## src/rtl/mod_demod_pkg.sv

```systemverilog
// rtl/mod_demod_pkg.sv - shared widths, inversion key and XOR helper for mod_demod_unit
package mod_demod_pkg;

  localparam int DATA_WIDTH_DEF = 16;
  localparam int CNT_WIDTH_DEF  = 16;

  localparam logic [DATA_WIDTH_DEF-1:0] KEY_INVERT = {DATA_WIDTH_DEF{1'b1}};

  function automatic logic [DATA_WIDTH_DEF-1:0] xor_key(
    input logic [DATA_WIDTH_DEF-1:0] data,
    input logic [DATA_WIDTH_DEF-1:0] key
  );
    return data ^ key;
  endfunction

endpackage

```

## src/rtl/mod_demod_unit_if.sv

```systemverilog
// rtl/mod_demod_unit_if.sv - data/key inputs and loopback results of mod_demod_unit
interface mod_demod_unit_if
  import mod_demod_pkg::*;
#(
  parameter int DATA_WIDTH = DATA_WIDTH_DEF,
  parameter int CNT_WIDTH  = CNT_WIDTH_DEF
);

  logic                  in_valid;
  logic [DATA_WIDTH-1:0] data_in;
  logic [DATA_WIDTH-1:0] mod_key;
  logic [DATA_WIDTH-1:0] demod_key;
  logic [DATA_WIDTH-1:0] modulated_signal;
  logic                  mod_valid;
  logic [DATA_WIDTH-1:0] demodulated_data;
  logic                  demod_valid;
  logic                  mismatch;
  logic                  err_sticky;
  logic [CNT_WIDTH-1:0]  err_count;

  modport master (
    output in_valid, data_in, mod_key, demod_key,
    input  modulated_signal, mod_valid, demodulated_data, demod_valid,
           mismatch, err_sticky, err_count
  );

  modport slave (
    input  in_valid, data_in, mod_key, demod_key,
    output modulated_signal, mod_valid, demodulated_data, demod_valid,
           mismatch, err_sticky, err_count
  );

endinterface

```

## src/rtl/mod_demod_unit_xor_key_stage.sv

```systemverilog
// rtl/mod_demod_unit_xor_key_stage.sv - registered XOR-with-key stage carrying a side-band word
module xor_key_stage #(
  parameter int WIDTH      = 16,
  parameter int SIDE_WIDTH = 16
) (
  input  logic                  clk,
  input  logic                  rst,
  input  logic                  in_valid,
  input  logic [WIDTH-1:0]      in_data,
  input  logic [WIDTH-1:0]      key,
  input  logic [SIDE_WIDTH-1:0] in_side,
  output logic                  out_valid,
  output logic [WIDTH-1:0]      out_data,
  output logic [SIDE_WIDTH-1:0] out_side
);

  // Data and side-band hold across idle cycles so downstream sees the last word.
  always_ff @(posedge clk) begin
    if (rst) begin
      out_valid <= 1'b0;
      out_data  <= '0;
      out_side  <= '0;
    end else begin
      out_valid <= in_valid;
      if (in_valid) begin
        out_data <= in_data ^ key;
        out_side <= in_side;
      end
    end
  end

endmodule

```

## src/rtl/mod_demod_unit.sv

```systemverilog
// rtl/mod_demod_unit.sv - XOR modulator/demodulator loopback with mismatch checker
module mod_demod_unit
  import mod_demod_pkg::*;
#(
  parameter int DATA_WIDTH = DATA_WIDTH_DEF,
  parameter int CNT_WIDTH  = CNT_WIDTH_DEF
) (
  input  logic             clk,
  input  logic             rst,
  mod_demod_unit_if.slave  bus
);

  logic                  mod_valid_q;
  logic [DATA_WIDTH-1:0] mod_data_q;
  logic [DATA_WIDTH-1:0] orig_q;
  logic                  demod_valid_q;
  logic [DATA_WIDTH-1:0] demod_data_q;
  logic [DATA_WIDTH-1:0] orig2_q;
  logic                  mismatch_q;
  logic                  sticky_q;
  logic [CNT_WIDTH-1:0]  count_q;
  logic                  miss;

  xor_key_stage #(.WIDTH(DATA_WIDTH), .SIDE_WIDTH(DATA_WIDTH)) u_mod (
    .clk       (clk),
    .rst       (rst),
    .in_valid  (bus.in_valid),
    .in_data   (bus.data_in),
    .key       (bus.mod_key),
    .in_side   (bus.data_in),
    .out_valid (mod_valid_q),
    .out_data  (mod_data_q),
    .out_side  (orig_q)
  );

  xor_key_stage #(.WIDTH(DATA_WIDTH), .SIDE_WIDTH(DATA_WIDTH)) u_demod (
    .clk       (clk),
    .rst       (rst),
    .in_valid  (mod_valid_q),
    .in_data   (mod_data_q),
    .key       (bus.demod_key),
    .in_side   (orig_q),
    .out_valid (demod_valid_q),
    .out_data  (demod_data_q),
    .out_side  (orig2_q)
  );

  assign miss = demod_valid_q && (demod_data_q != orig2_q);

  // Counter saturates at all-ones so a long failing run never reads as clean.
  always_ff @(posedge clk) begin
    if (rst) begin
      mismatch_q <= 1'b0;
      sticky_q   <= 1'b0;
      count_q    <= '0;
    end else begin
      mismatch_q <= miss;
      if (miss) begin
        sticky_q <= 1'b1;
        if (count_q != {CNT_WIDTH{1'b1}}) count_q <= count_q + CNT_WIDTH'(1);
      end
    end
  end

  assign bus.modulated_signal = mod_data_q;
  assign bus.mod_valid        = mod_valid_q;
  assign bus.demodulated_data = demod_data_q;
  assign bus.demod_valid      = demod_valid_q;
  assign bus.mismatch         = mismatch_q;
  assign bus.err_sticky       = sticky_q;
  assign bus.err_count        = count_q;

endmodule

```

## src/flat_wrapper.sv

```systemverilog
// flat-port wrapper written by rule: the top's interface ports become plain ports
module mod_demod_unit_flat import mod_demod_pkg::*;
#(
  parameter int DATA_WIDTH = DATA_WIDTH_DEF,
  parameter int CNT_WIDTH  = CNT_WIDTH_DEF
)
  (clk, rst, bus_in_valid, bus_data_in, bus_mod_key, bus_demod_key, bus_modulated_signal, bus_mod_valid, bus_demodulated_data, bus_demod_valid, bus_mismatch, bus_err_sticky, bus_err_count);
  mod_demod_unit_if #(.DATA_WIDTH(DATA_WIDTH), .CNT_WIDTH(CNT_WIDTH)) bus_i ();
  input  logic clk;
  input  logic rst;
  input wire logic [$bits(bus_i.in_valid)-1:0] bus_in_valid;
  input wire logic [$bits(bus_i.data_in)-1:0] bus_data_in;
  input wire logic [$bits(bus_i.mod_key)-1:0] bus_mod_key;
  input wire logic [$bits(bus_i.demod_key)-1:0] bus_demod_key;
  output wire logic [$bits(bus_i.modulated_signal)-1:0] bus_modulated_signal;
  output wire logic [$bits(bus_i.mod_valid)-1:0] bus_mod_valid;
  output wire logic [$bits(bus_i.demodulated_data)-1:0] bus_demodulated_data;
  output wire logic [$bits(bus_i.demod_valid)-1:0] bus_demod_valid;
  output wire logic [$bits(bus_i.mismatch)-1:0] bus_mismatch;
  output wire logic [$bits(bus_i.err_sticky)-1:0] bus_err_sticky;
  output wire logic [$bits(bus_i.err_count)-1:0] bus_err_count;
  assign bus_i.in_valid = bus_in_valid;
  assign bus_i.data_in = bus_data_in;
  assign bus_i.mod_key = bus_mod_key;
  assign bus_i.demod_key = bus_demod_key;
  assign bus_modulated_signal = bus_i.modulated_signal;
  assign bus_mod_valid = bus_i.mod_valid;
  assign bus_demodulated_data = bus_i.demodulated_data;
  assign bus_demod_valid = bus_i.demod_valid;
  assign bus_mismatch = bus_i.mismatch;
  assign bus_err_sticky = bus_i.err_sticky;
  assign bus_err_count = bus_i.err_count;
  mod_demod_unit #(.DATA_WIDTH(DATA_WIDTH), .CNT_WIDTH(CNT_WIDTH)) u_core (.clk(clk), .rst(rst), .bus(bus_i));
endmodule
```

## config.mk

```make
export PLATFORM = sky130hd
export DESIGN_NAME = mod_demod_unit_flat
export DESIGN_NICKNAME = d
export VERILOG_FILES = /design/src/rtl/mod_demod_pkg.sv /design/src/rtl/mod_demod_unit_if.sv /design/src/rtl/mod_demod_unit_xor_key_stage.sv /design/src/rtl/mod_demod_unit.sv /design/src/flat_wrapper.sv
export SDC_FILE = /design/constraint.sdc
export NUM_CORES = 1
export LEC_CHECK = 0
export CELL_PAD_IN_SITES_DETAIL_PLACEMENT = 1
export CELL_PAD_IN_SITES_GLOBAL_PLACEMENT = 1
export CORE_MARGIN = 1
export CORE_UTILIZATION = 40
export DETAILED_ROUTE_END_ITERATION = 6
export PLACE_DENSITY = 0.88
export SLEW_MARGIN = 20
export SYNTH_ARGS = -nofsm -noshare
export SYNTH_HDL_FRONTEND = slang
export SYNTH_HIERARCHICAL = 1
export SYNTH_SLANG_ARGS = --single-unit
```

## constraint.sdc

```tcl
create_clock -name clk -period 2.8 [get_ports clk]
set_input_delay 0.42 -clock clk [delete_from_list [all_inputs] [get_ports clk]]
set_output_delay 0.42 -clock clk [all_outputs]
set_load 0.02 [all_outputs]
```

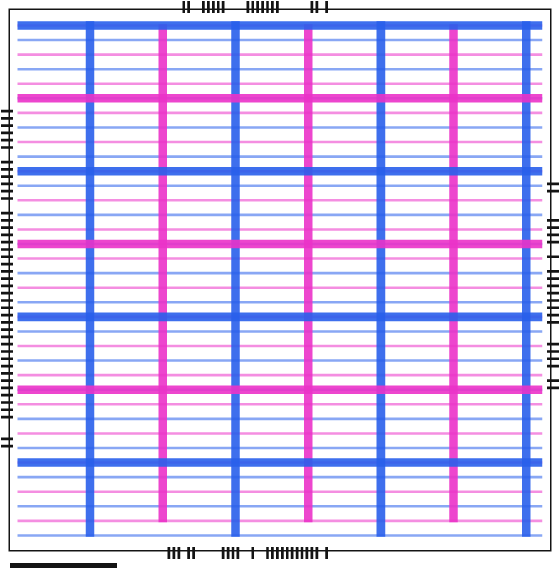
**Above:** run 1 (power grid).
Bar = 20 um. Pins as bars on the die edge.
legend:
  VSS:
    colour: blue
  VDD:
    colour: magenta
signal pins: 103
met5 straps: 7
met4 straps: 7
rows: 35
met1 rails: 36
Max IR drop VDD: 0.2536 mV
die extent in x: 100.8 um
area of the core region: 9328 um^2
DIE HEIGHT: 100.8 um

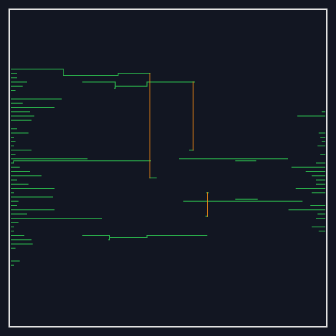
**Above:** run 1 (wiring by layer).
Only two layers are drawn.
legend:
  metal 3:
    colour: green
    wire_length: 580 um
  metal 4:
    colour: orange
    wire_length: 62.6 um

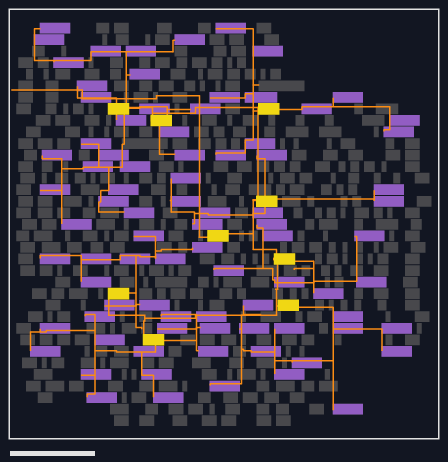
**Above:** run 1 (routed clock nets over the placement).
Bar = 20 um.
legend:
  clock drivers:
    colour: yellow
    count: 9
  flip-flops:
    colour: purple
    count: 84
  clock wires:
    colour: orange
    length: 1,010 um
routed clock nets: 10
flops lie: spread over the die

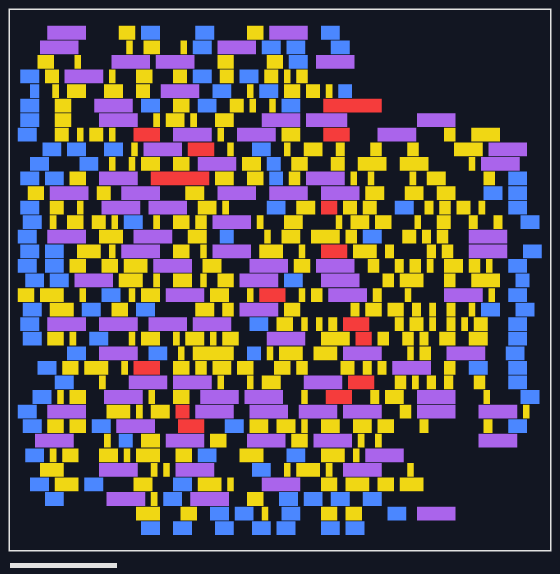
**Above:** run 1 (placed cells, one colour a class).
Bar = 20 um.
legend:
  remaining buffers and delay cells:
    colour: blue
    cells: 108
    share_of_their_area: 21%
  sequential cells:
    colour: purple
    cells: 84
    share_of_their_area: 34%
  combinational and other logic:
    colour: yellow
    cells: 280
    share_of_their_area: 41%
  clock drivers and dummy loads:
    colour: red
    cells: 15
    share_of_their_area: 4.5%
sequential share of cell area: 0.3261
post-layout instance area: 5160 um^2
total number of placement rows: 35
share of the core filled with cells: 0.5532

==> Changelog: implementation, run 1 <==
### Physical design

- Tcrit/Tclk final: 0.7051
- Total via count after detailed routing: approximately 3,200
- Critical Path Source Type: flip-flop
- Setup repair after global routing missed its margin: no
- Clock Pin Slew Worst Setup and Hold Paths: ~0.090 ns
- Critical path cell sequence: clkdlybuf4s50_1
- Met3 Routed Length: 579 um
- Clk buf depth: 2
- Pin count of the biggest net entering global routing: 50
- Logic share of the area: 0.3914
- Count of fill cells added during filler insertion: 1,030
- Hold-fix buffer count after cts: 0
- Switching portion of total power: 0.2623
- Chip area from the yosys synthesis statistics: 3905 um^2
- Clock Tree Root: clkbuf_8
- Number of cell instances after yosys synthesis: 388
- Sequential share of power: 0.477
- Synth mux share: 0.1115
- Yosys cell types: 38
- Result of the run: completed
- Biggest area cells: dfxtp_1 (43%), xnor2_1 (11%), mux2i_1 (8.5%)
- Count of flip-flops with a built-in enable after synthesis: 0
- Switching Power: 717.2 uW
- Net count reported at finish: between 500 and 600
- Top delay family on crit path: buffers and inverters
- Post-route DRC: 0
- Area share of xor/xnor cells in the synthesized design: 0.1077
- Routing usage on met3: 0.05825
- Hold Worst Slack: 0.4582 ns
- Post-CTS Repair Setup Buffers: 0
- Classification of the worst-slack hold path: flip-flop to flip-flop
- Hold Fails Final Rpt: 0
- Portion of synthesized cell area occupied by the leading cell type: 0.4306
- H-tree levels: 3
- Largest stage delay, worst path: 0.67 ns
- Top logic cells by instance count in the layout: clkdlybuf4s50_1 (100), dfxtp_1 (83), nor2_1 (74)
- Leakage: between 0.0015 and 0.002 uW
- CTS tree: done
- Setup slack at placement: 0.8791 ns
- Fmax achieved: 506.5 MHz
- Buffering stage count on the worst path with inverters included: 1
- Initial antenna violation count: 0
- Setup TNS: 0 ns
**Run 1: placed standard cells**

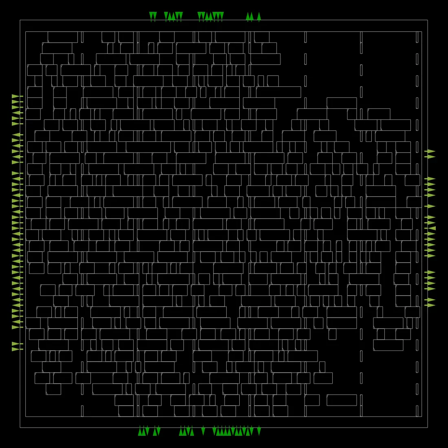

==> run 1 -> run 2 <==
--- a/config.mk
+++ b/config.mk
@@ -8,9 +8,9 @@
 export CELL_PAD_IN_SITES_DETAIL_PLACEMENT = 1
 export CELL_PAD_IN_SITES_GLOBAL_PLACEMENT = 1
 export CORE_MARGIN = 1
-export CORE_UTILIZATION = 40
+export CORE_UTILIZATION = 37
 export DETAILED_ROUTE_END_ITERATION = 6
-export PLACE_DENSITY = 0.88
+export PLACE_DENSITY = 0.82
 export SLEW_MARGIN = 20
 export SYNTH_ARGS = -nofsm -noshare
 export SYNTH_HDL_FRONTEND = slang
==> constraint.sdc (replaced) <==
create_clock -name clk -period 2 [get_ports clk]
set_input_delay 0.3 -clock clk [delete_from_list [all_inputs] [get_ports clk]]
set_output_delay 0.3 -clock clk [all_outputs]
set_load 0.02 [all_outputs]
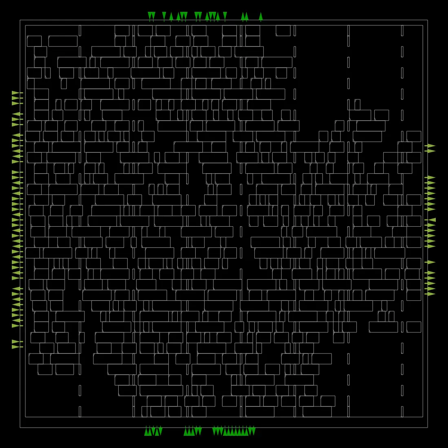
**Above:** run 2 (placed standard cells).
count of fill cells added during filler insertion: 1,163
total number of placement rows: 37
sequential share of cell area: 0.3232
area of the core region: 10,280 um^2
tap cell count: 136

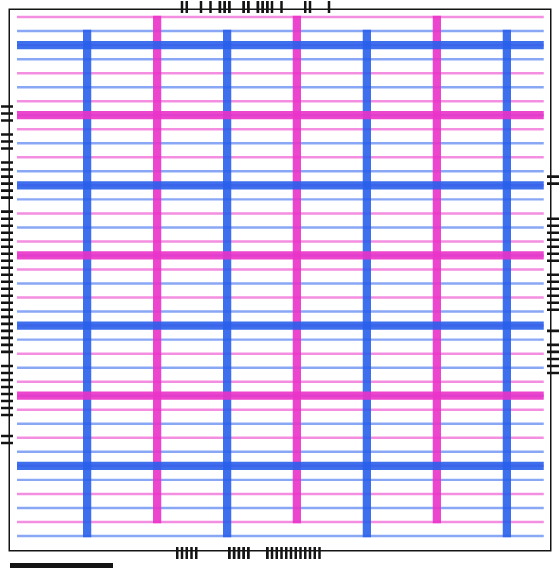
**Above:** run 2 (power grid).
Bar = 20 um. Pins as bars on the die edge.
legend:
  VSS:
    colour: blue
  VDD:
    colour: magenta
met1 rails: 38
signal pins: 103
rows: 37
met5 straps: 7
Max IR drop VDD: 0.3053 mV
die extent in x: 104.7 um
DIE HEIGHT: 104.7 um

==> run 2 against run 1 <==
  * Combinational power up 43%
  * Highest routed layer unchanged
  * Sequential share of layout area down 0.30 points
  * Sequential cell count unchanged
  * Via count up 0.28%
  * First-iteration DRC count up 51%
  * Sequential power up about 40%
  * Critical endpoint is now u_core/bus.err_count[10]
  * Die size up 7.9%
  * Non-clock buffer count up 1
  * Critical path depth up 5
==> Changelog: implementation, run 2 <==
### Physical design

- Post-layout instance area: 5211 um^2
- Final setup skew: 0.008021 ns
- Count of port buffers added during placement: 102
- Net Count, Synth: between 400 and 500
- Routing usage on met3: 0.05053
- Transition at the pin with the smallest max-transition slack: ~0.66 ns
- Capture point of the worst reg-to-reg path: u_core/bus.err_count[10]
- Number of buffers other than clock buffers in the final layout: 109
- Fmax achieved: about 530 MHz
- Adder and majority gate portion of the synthesized area: 0.003204
- Pin count of the biggest net entering global routing: 50
- Met3 Routed Length: 573 um
- Clock Pin Slew Worst Setup and Hold Paths: 0.09 ns
- Top logic cells by instance count in the layout: clkdlybuf4s50_1 (100), dfxtp_1 (82), nor2_1 (74)
- Hold Worst Slack: around 0.38 ns
- Clk buf depth: 2
- Largest stage delay, worst path: 0.40 ns
- Net count reported at finish: 536
- Critical path cell sequence: ha_1, nand3_1, nor4_1, o21ai_0, or3_1, a21oi_1
- Ys async rst share: 0
- CTS tree: done
- Hold-fix buffer count after cts: 0
- Number of cells upsized or downsized after cts: 0
- Synth mux share: 0.1115
- Portion of synthesized cell area occupied by the leading cell type: 0.4306
- Mean post-synth cell area: 10.06 um^2
- Total CTS buffers: 9
- Post-CTS Repair Setup Buffers: 0
- Met1 usage: 0.2278
- Setup repair after global routing missed its margin: no
- Max_slew headroom: 0.5585
- Number of cell instances after yosys synthesis: 388
- Setup slack at placement: 0.06028 ns
- Share of the core filled with cells: 0.5071
- Power consumed by the clock network: 1190 uW
- H-tree levels: 3
- Drt wl/cell: ~16 um
- Clock Tree Root: clkbuf_8
- Initial antenna violation count: 0
- Biggest area cells: dfxtp_1 (43%), xnor2_1 (11%), mux2i_1 (8.5%)
- Hold Fails Final Rpt: 0
- Total via count after detailed routing: 3,179
- Leakage: 0.001847 uW
- Critical Path Source Type: flip-flop
- Worst Hold Depth: 2
- Area share of xor/xnor cells in the synthesized design: 0.1077
- Buffering stage count on the worst path with inverters included: 0
- Chip area from the yosys synthesis statistics: 3905 um^2
- Count of flip-flops with a built-in enable after synthesis: 0
- Internal Dissipation: 2694 uW
- Total combinational power: 666 uW
- Switching Power: 988.5 uW
- Min-Delay Startpoint: bus_in_valid
- Setup TNS: 0 ns
- Result of the run: completed
- Logic share of the area: 0.3930
- Top delay family on crit path: simple AND/OR/NAND/NOR gates
- Global-route wire length before repair: roughly 17,000 um
- Sequential share of power: 0.496
- Diode count: 0
- Switching portion of total power: 0.2685
- Endpoint with the worst hold slack: u_core/u_mod/out_valid
- Routed met2 length: ~4900 um
- Synth Register Bits: approximately 84
- Tcrit/Tclk final: 0.9456
- Layout Area Growth over Synthesis: 33.45%
- Areal power density over the cells: 706.6 nW/um^2
- Met2 global-route usage: 0.3297
- Startpoint of the most critical setup path: u_core/bus.err_count[0]
- Yosys cell types: 38
- Classification of the worst-slack hold path: input pin to flip-flop
- Met1 layer wirelength in the final routing: 4458 um
- Seq. pwr: 1830 uW
- Synthesis Warnings: 6
- Post-route DRC: 0
**Run 2: routed clock nets over the placement**

Bar = 20 um.
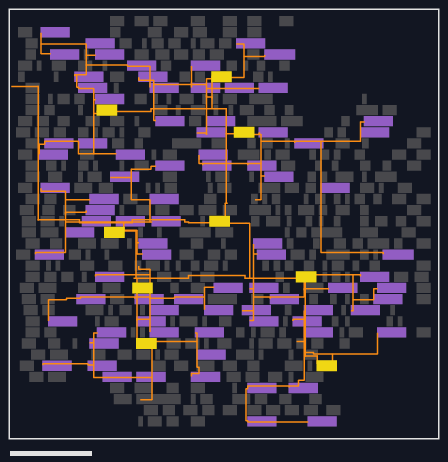

==> run 2 -> run 3 <==
--- a/config.mk
+++ b/config.mk
@@ -7,11 +7,10 @@
 export LEC_CHECK = 0
 export CELL_PAD_IN_SITES_DETAIL_PLACEMENT = 1
 export CELL_PAD_IN_SITES_GLOBAL_PLACEMENT = 1
-export CORE_MARGIN = 1
+export CORE_MARGIN = 2
 export CORE_UTILIZATION = 37
 export DETAILED_ROUTE_END_ITERATION = 6
 export PLACE_DENSITY = 0.82
-export SLEW_MARGIN = 20
 export SYNTH_ARGS = -nofsm -noshare
 export SYNTH_HDL_FRONTEND = slang
 export SYNTH_HIERARCHICAL = 1
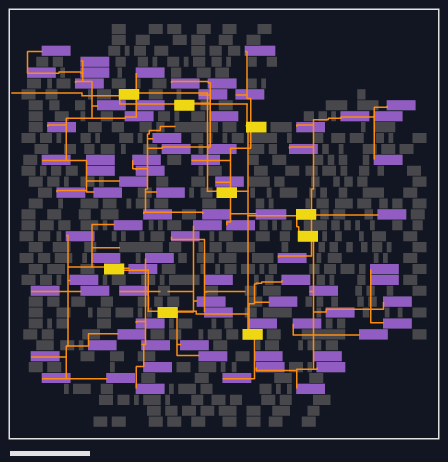
**Above:** run 3 (routed clock nets over the placement).
Bar = 20 um.
legend:
  flip-flops:
    colour: purple
    count: 84
  clock wires:
    colour: orange
    length: 1,070 um
  clock drivers:
    colour: yellow
    count: 9
flops lie: spread over the die
final setup skew: 0.01136 ns
fraction of power consumed by the clock network: 0.379
later-pin clock latency in the skew report: 0.36 ns
power consumed by the clock network: 1520 uW

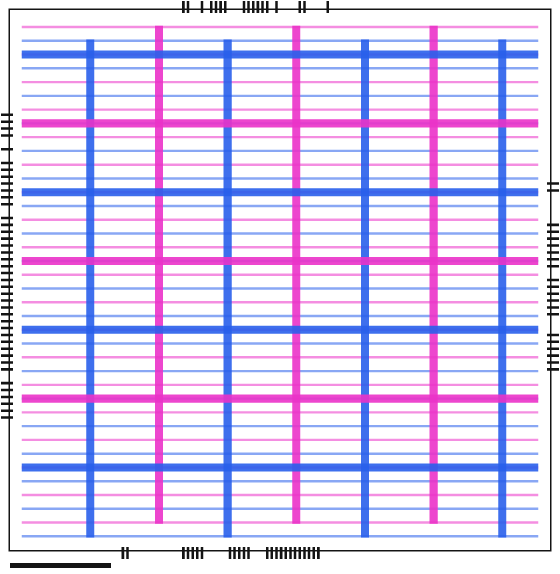
**Above:** run 3 (power grid).
Bar = 20 um. Pins as bars on the die edge.
legend:
  VDD:
    colour: magenta
  VSS:
    colour: blue
signal pins: 103
met5 straps: 7
met4 straps: 7
met1 rails: 38
rows: 37

==> run 3 against run 2 <==
  * Synthesized cell count unchanged
  * Wire length down 3.5%
  * Combinational power about the same
  * Power up 8.8%
  * Register-to-register slack about the same
  * Sequential cell count unchanged
  * Critical endpoint is now bus_demod_valid
==> Changelog: implementation, run 3 <==
### Physical design

- Number of cells upsized or downsized after cts: 1
- Areal power density over the cells: roughly 760 nW/um^2
- CTS tree: done
- Min-Delay Startpoint: rst
- Layout Area Growth over Synthesis: 34.67%
- Sequential share of cell area: 0.3202
- Setup slack at placement: 0.009244 ns
- Startpoint of the most critical setup path: u_core/u_demod/out_valid
- Ys async rst share: 0
- Setup repair after global routing missed its margin: no
- Logic share of the area: 0.3854
- Diode count: 0
- Pin count of the biggest net entering global routing: 50
- Chip area from the yosys synthesis statistics: 3905 um^2
- Area share of xor/xnor cells in the synthesized design: 0.1077
- Transition at the pin with the smallest max-transition slack: 0.6689 ns
- Yosys cell types: 38
- Clock Tree Root: clkbuf_8
- Post-CTS Repair Setup Buffers: 0
- Portion of synthesized cell area occupied by the leading cell type: 0.4306
- Largest stage delay, worst path: 0.68 ns
- Setup TNS: 0 ns
- Die extent in x: 106.7 um
- Global-route wire length before repair: between 15,000 and 20,000 um
- Total via count after detailed routing: 3,132
- Hold Fails Final Rpt: 0
- Synth mux share: 0.1115
- Net count reported at finish: 537
- Residual overflow from global routing: 0
- Synthesis Warnings: 6
- Post-layout instance area: 5259 um^2
- Endpoint with the worst hold slack: u_core/bus.mismatch
- Critical Path Source Type: flip-flop
- Most area-hungry cell class in the final design: combinational gates
- Buffering stage count on the worst path with inverters included: 1
- Mean post-synth cell area: 10.06 um^2
- Top delay family on crit path: buffers and inverters
- Seq. pwr: 1820 uW
- Worst Hold Depth: 2
- Largest logic family: simple AND/OR/NAND/NOR gates
- Switching Power: 1060 uW
- Total number of placement rows: 37
- Result of the run: completed
- Synth Register Bits: 84
- Initial antenna violation count: 0
- H-tree levels: 3
- Drt wl/cell: 15.58 um
- DIE HEIGHT: 106.7 um
- Total CTS buffers: 9
- Max IR drop VDD: between 0.3 and 0.4 mV
- Met1 layer wirelength in the final routing: 4298 um
- Number of cell instances after yosys synthesis: 388
- Tap cell count: 136
- Fmax achieved: 529.4 MHz
- Adder and majority gate portion of the synthesized area: 0.003204
- Tcrit/Tclk final: 0.9445
- Count of flip-flops with a built-in enable after synthesis: 0
- Switching portion of total power: 0.2648
- Met3 Routed Length: 536 um
- Share of the core filled with cells: 0.5117
- Area of the core region: just over 10,000 um^2
- Critical path cell sequence: clkdlybuf4s50_1
- Type of destination of the critical path: output port
- Routed met2 length: 4828 um
- Clock Pin Slew Worst Setup and Hold Paths: about 0.090 ns
- Routing usage on met3: 0.05350
- Met2 global-route usage: 0.3189
- Clk buf depth: 2
- Internal Dissipation: 2944 uW
- Biggest area cells: dfxtp_1 (43%), xnor2_1 (11%), mux2i_1 (8.5%)
- Net Count, Synth: between 400 and 500
Power and IR drop assume default switching activity.
